### PDN straps and rails

Pins as bars on the die edge.
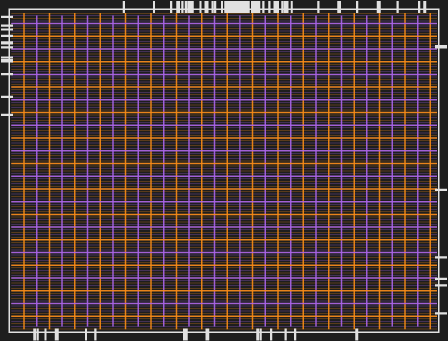
### The metal 1 layer

Supply wires on this layer in grey.
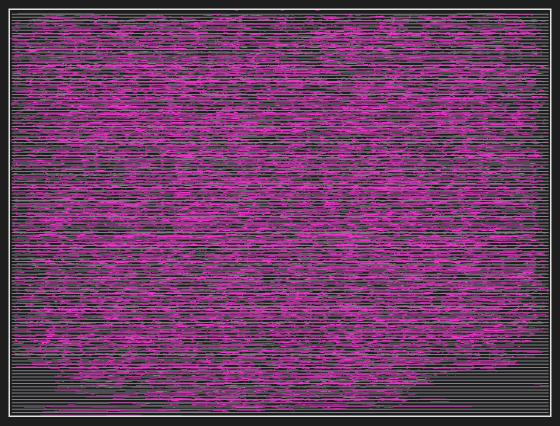
**src/rtl/data_mem_mmio.sv**
```systemverilog
// -----------------------------------------------------------------------------
// data_mem_mmio
//   Data-memory stage for a single-cycle MIPS core. Addresses below MMIO_BASE
//   hit a word RAM. Addresses at or above MMIO_BASE hit a small MMIO page:
//     +0x0 TXDATA  store pushes a byte into the TX FIFO, reads 0
//     +0x4 TXSTAT  {count[3:0], ovf, empty, full, 0}; writing bit3=1 clears ovf
//     +0x8 LED     8-bit LED register, read/write
//     +0xC CYCLES  free-running cycle counter, read-only (stores ignored)
//   Loads are combinational. Stores take effect on the rising edge.
//
// Ports
//   clk              clock, all state updates on the rising edge
//   rst              synchronous active-high reset
//   mem_write        store strobe from the core
//   datamem_add      byte address from the core ALU
//   write_data       store data
//   datamem_readdata load data, combinational from datamem_add
//   tx_data          FIFO head byte (0 while the FIFO is empty)
//   tx_valid         FIFO non-empty
//   tx_ready         consumer accepts the head when tx_valid && tx_ready
//   led              LED register
//   addr_err         one-cycle pulse: a bad store was seen on the previous edge
// -----------------------------------------------------------------------------
module data_mem_mmio #(
  parameter int          DEPTH_WORDS = 64,
  parameter int          FIFO_DEPTH  = 8,
  parameter logic [31:0] MMIO_BASE   = 32'hFFFF_0000
) (
  input  logic        clk,
  input  logic        rst,
  input  logic        mem_write,
  input  logic [31:0] datamem_add,
  input  logic [31:0] write_data,
  output logic [31:0] datamem_readdata,
  output logic [7:0]  tx_data,
  output logic        tx_valid,
  input  logic        tx_ready,
  output logic [7:0]  led,
  output logic        addr_err
);

  localparam int AW = $clog2(DEPTH_WORDS);
  localparam int PW = $clog2(FIFO_DEPTH);

  // ---------------------------------------------------------------------------
  // Address decode
  // ---------------------------------------------------------------------------
  logic          is_mmio;
  logic [31:0]   mmio_off;
  logic [29:0]   mmio_word;
  logic          sel_txdata;
  logic          sel_txstat;
  logic          sel_led;
  logic          sel_cycles;
  logic          misaligned;
  logic [AW-1:0] ram_idx;

  assign is_mmio    = (datamem_add >= MMIO_BASE);
  assign mmio_off   = datamem_add - MMIO_BASE;
  // Byte lane bits are don't-care inside the MMIO page.
  assign mmio_word  = mmio_off[31:2];
  assign sel_txdata = is_mmio && (mmio_word == 30'd0);
  assign sel_txstat = is_mmio && (mmio_word == 30'd1);
  assign sel_led    = is_mmio && (mmio_word == 30'd2);
  assign sel_cycles = is_mmio && (mmio_word == 30'd3);
  assign misaligned = (datamem_add[1:0] != 2'b00);
  // Upper address bits are ignored, so RAM aliases across the space below MMIO.
  assign ram_idx    = datamem_add[AW+1:2];

  logic unused_ok;
  assign unused_ok = &{1'b0, mmio_off[1:0]};

  // ---------------------------------------------------------------------------
  // Word RAM (not reset). Read is combinational, so a same-cycle load of the
  // word being stored still returns the old contents.
  // ---------------------------------------------------------------------------
  logic [31:0] ram [DEPTH_WORDS];
  logic        ram_we;

  assign ram_we = mem_write && !is_mmio && !misaligned;

  always_ff @(posedge clk) begin
    if (ram_we) begin
      ram[ram_idx] <= write_data;
    end
  end

  // ---------------------------------------------------------------------------
  // TX FIFO: pointers carry an extra wrap bit so full and empty are distinct.
  // ---------------------------------------------------------------------------
  logic [7:0]  fifo_mem [FIFO_DEPTH];
  logic [PW:0] wr_ptr_reg;
  logic [PW:0] rd_ptr_reg;
  logic [PW:0] count_w;
  logic        full;
  logic        empty;
  logic        push_req;
  logic        push_ok;
  logic        pop;
  logic        ovf_reg;
  logic        ovf_set;
  logic        ovf_clr;
  logic [3:0]  stat_count;

  assign count_w  = wr_ptr_reg - rd_ptr_reg;
  assign full     = (count_w == (PW+1)'(FIFO_DEPTH));
  assign empty    = (count_w == '0);
  assign pop      = !empty && tx_ready;
  assign push_req = mem_write && sel_txdata;
  // A full FIFO still accepts a push when the head leaves in the same cycle:
  // the new byte lands in the slot being vacated.
  assign push_ok  = push_req && (!full || pop);
  assign ovf_set  = push_req && full && !pop;
  assign ovf_clr  = mem_write && sel_txstat && write_data[3];

  always_comb begin
    if (32'(count_w) > 32'd15) begin
      stat_count = 4'hF;
    end else begin
      stat_count = 4'(count_w);
    end
  end

  assign tx_valid = !empty;
  assign tx_data  = empty ? 8'h00 : fifo_mem[rd_ptr_reg[PW-1:0]];

  always_ff @(posedge clk) begin
    if (push_ok) begin
      fifo_mem[wr_ptr_reg[PW-1:0]] <= write_data[7:0];
    end
  end

  // ---------------------------------------------------------------------------
  // Control state: FIFO pointers, ovf, LED, cycle counter, error pulse
  // ---------------------------------------------------------------------------
  logic [7:0]  led_reg;
  logic [31:0] cycles_reg;
  logic        addr_err_reg;
  logic        bad_store;

  // Misaligned RAM stores and stores to unmapped MMIO offsets are errors;
  // a store to CYCLES is silently ignored.
  assign bad_store = mem_write &&
                     (is_mmio ? !(sel_txdata || sel_txstat || sel_led || sel_cycles)
                              : misaligned);

  always_ff @(posedge clk) begin
    if (rst) begin
      wr_ptr_reg   <= '0;
      rd_ptr_reg   <= '0;
      ovf_reg      <= 1'b0;
      led_reg      <= 8'h00;
      cycles_reg   <= 32'h0;
      addr_err_reg <= 1'b0;
    end else begin
      if (push_ok) begin
        wr_ptr_reg <= wr_ptr_reg + 1'b1;
      end
      if (pop) begin
        rd_ptr_reg <= rd_ptr_reg + 1'b1;
      end
      // New overflow beats a simultaneous clear.
      if (ovf_set) begin
        ovf_reg <= 1'b1;
      end else if (ovf_clr) begin
        ovf_reg <= 1'b0;
      end
      if (mem_write && sel_led) begin
        led_reg <= write_data[7:0];
      end
      cycles_reg   <= cycles_reg + 32'd1;
      addr_err_reg <= bad_store;
    end
  end

  assign led      = led_reg;
  assign addr_err = addr_err_reg;

  // ---------------------------------------------------------------------------
  // Load mux
  // ---------------------------------------------------------------------------
  always_comb begin
    datamem_readdata = 32'h0;
    if (!is_mmio) begin
      datamem_readdata = ram[ram_idx];
    end else if (sel_txstat) begin
      datamem_readdata = {24'h0, stat_count, ovf_reg, empty, full, 1'b0};
    end else if (sel_led) begin
      datamem_readdata = {24'h0, led_reg};
    end else if (sel_cycles) begin
      datamem_readdata = cycles_reg;
    end
  end

endmodule

```
**config.mk**
```make
export PLATFORM = sky130hd
export DESIGN_NAME = data_mem_mmio
export DESIGN_NICKNAME = d
export VERILOG_FILES = /design/src/rtl/data_mem_mmio.sv
export SDC_FILE = /design/constraint.sdc
export NUM_CORES = 2
export LEC_CHECK = 0
export ABC_AREA = 0
export CAP_MARGIN = 20
export CELL_PAD_IN_SITES_DETAIL_PLACEMENT = 0
export CELL_PAD_IN_SITES_GLOBAL_PLACEMENT = 1
export CORE_ASPECT_RATIO = 0.75
export CORE_UTILIZATION = 54
export CTS_CLUSTER_DIAMETER = 60
export DETAILED_ROUTE_END_ITERATION = 10
export PLACE_DENSITY_LB_ADDON = 0.1
export SYNTH_ARGS = -nofsm -noshare
export SYNTH_HDL_FRONTEND = slang
export SYNTH_SLANG_ARGS = --single-unit
```
**constraint.sdc**
```tcl
create_clock -name clk -period 4.9 [get_ports clk]
set_input_delay 1.47 -clock clk [delete_from_list [all_inputs] [get_ports clk]]
set_output_delay 1.47 -clock clk [all_outputs]
set_load 0.005 [all_outputs]
```
==> flow_metrics.py <==
# Flow results
metrics = {
    "critical_path": {
        "path_max_fanout": 7,
        "cp_num_buf_inv": 4,
        "max_stage_delay_ps": 790,
        "r2r_start": "wr_ptr_reg[0]",
        "r2r_slack_ps": 2180,
        "critPathLaunchType": "input pin",
        "worstRegToRegCells": 11,
        "cp.required_ps": 3430,
    },
    "clock_tree": {
        "htree_levels": 4,
        "clk_latency_ps": 860,
        "cts_sinks": 2165,
        "clockRootBuffer": "clkbuf_16",
    },
    "power": {
        "switching_share": 0.236,
        "vdd_drop_max_v": 0.000405,
        "power_density_nw_per_um2": 369,
    },
    "synthesis": {
        "aoi_share": 0.0912,
        "yosysTopAreaCellShare": 0.755,
        "simple_gate_area_frac": 0.0276,
        "synth_area_um2": 84000,
        "async_reset_ff_frac": 0,
        "yosys-top-cells-count": "edfxtp_1, mux2i_1, a221oi_1",
    },
    "detailed_routing": {
        "drt-total-wl_um": 319000,
        "vias_per_cell": 6.98,
        "drc": 0,
        "wl_met2_um": 138000,
    },
    "placement": {
        "dp_cells": 7395,
        "io_buffers": 117,
        "place_area_um2": 95900,
    },
    "outcome": {
        "status": "finished, violations left",
        "violations": "setup timing",
    },
    "sta": {
        "setup-violations-final": 32,
        "grt_setup_unrepaired": "true",
        "fin_crit_ps": 5650,
        "whs_ps": 484,
        "setup_slack_ps": -751,
        "fin_tns_setup_ps": -14020,
    },
    "finish": {
        "largest_reg_flops": 2048,
        "lay_top_cells": "edfxtp_1, buf_4, mux2i_1",
        "final_util": 0.710,
    },
    "hold_path": {
        "whs_endpoint": "cycles_reg[0]",
    },
    "grt": {
        "antenna_found_initial": 13,
        "groute.usage.overall": 0.397,
        "grt_pass1_wl_um": 424000,
        "grt_remaining_overflow": 0,
    },
    "flow_run": {
        "warnings": 29,
    },
}
-- 'PDN straps and rails' (at the start) --
Key: orange = VSS; purple = VDD
125 met1 rails follow the rows. 24 straps on met5. 118 signal pins sit on the boundary.
die height: 344 µm
total core area: 153,000 µm²
die width: 457 µm

-- 'The metal 1 layer' (at the start) --
5,695 nets have wire on it. The layer carries 118 mm of wire.

-- power by group through the flow --
stage                     combinational (W)  sequential [W]  clock [W]
after floorplan                     0.00127          0.0208          0
after global placement              0.00337          0.0208          0
after detailed placement            0.00339          0.0208          0
after CTS                           0.00379          0.0204     0.0156
after global routing                0.00428          0.0204     0.0162
final                               0.00423          0.0204     0.0156
-- cell type report --
class / instances / area [µm²]
multi-input combinational: 2142 / 21400
clock inverter: 127 / 1150
tap: 2016 / 2520
sequential: 2165 / 64500
antenna: 9 / 22.5
fill: 9533 / 44500
timing repair buffer: 1299 / 14100
clock buffer: 246 / 5260
inverter: 17 / 81.3
-- worst reg2reg max path, delay by kind of cell, from the launching register on --
kind / cells / cell delay [ps]
xor gates and xnor gates: 1 / 170
and+or+nand+nor: 4 / 530
AOI/OAI and AO/OA: 1 / 290
buffers and inverters: 3 / 460
DFF: 1 / 390
adders and majority gates: 2 / 580
-- worst max path at each step --
stage | slack [ps] | start | depth (start not counted) | to
4_1_cts | -690 | datamem_add[3] | 9 | datamem_readdata[17]
6_report | -750 | datamem_add[3] | 9 | datamem_readdata[17]
3_5_place_dp | -1540 | datamem_add[6] | 9 | datamem_readdata[21]
3_3_place_gp | -1540 | datamem_add[6] | 9 | datamem_readdata[21]
5_1_grt | -650 | datamem_add[3] | 9 | datamem_readdata[17]
2_1_floorplan | 190 | datamem_add[2] | 10 | datamem_readdata[0]
-- logic make-up after synthesis --
| group | after synthesis |
|---|---|
| and+or+nand+nor | 490 |
| adders and majority gates | 7 |
| muxes | 565 |
| buffers and inverters | 349 |
| AOI/OAI and AO/OA | 1049 |
| DFF | 2165 |
| xor gates and xnor gates | 31 |
No activity file was given, so power comes from the tool's default toggle rates.
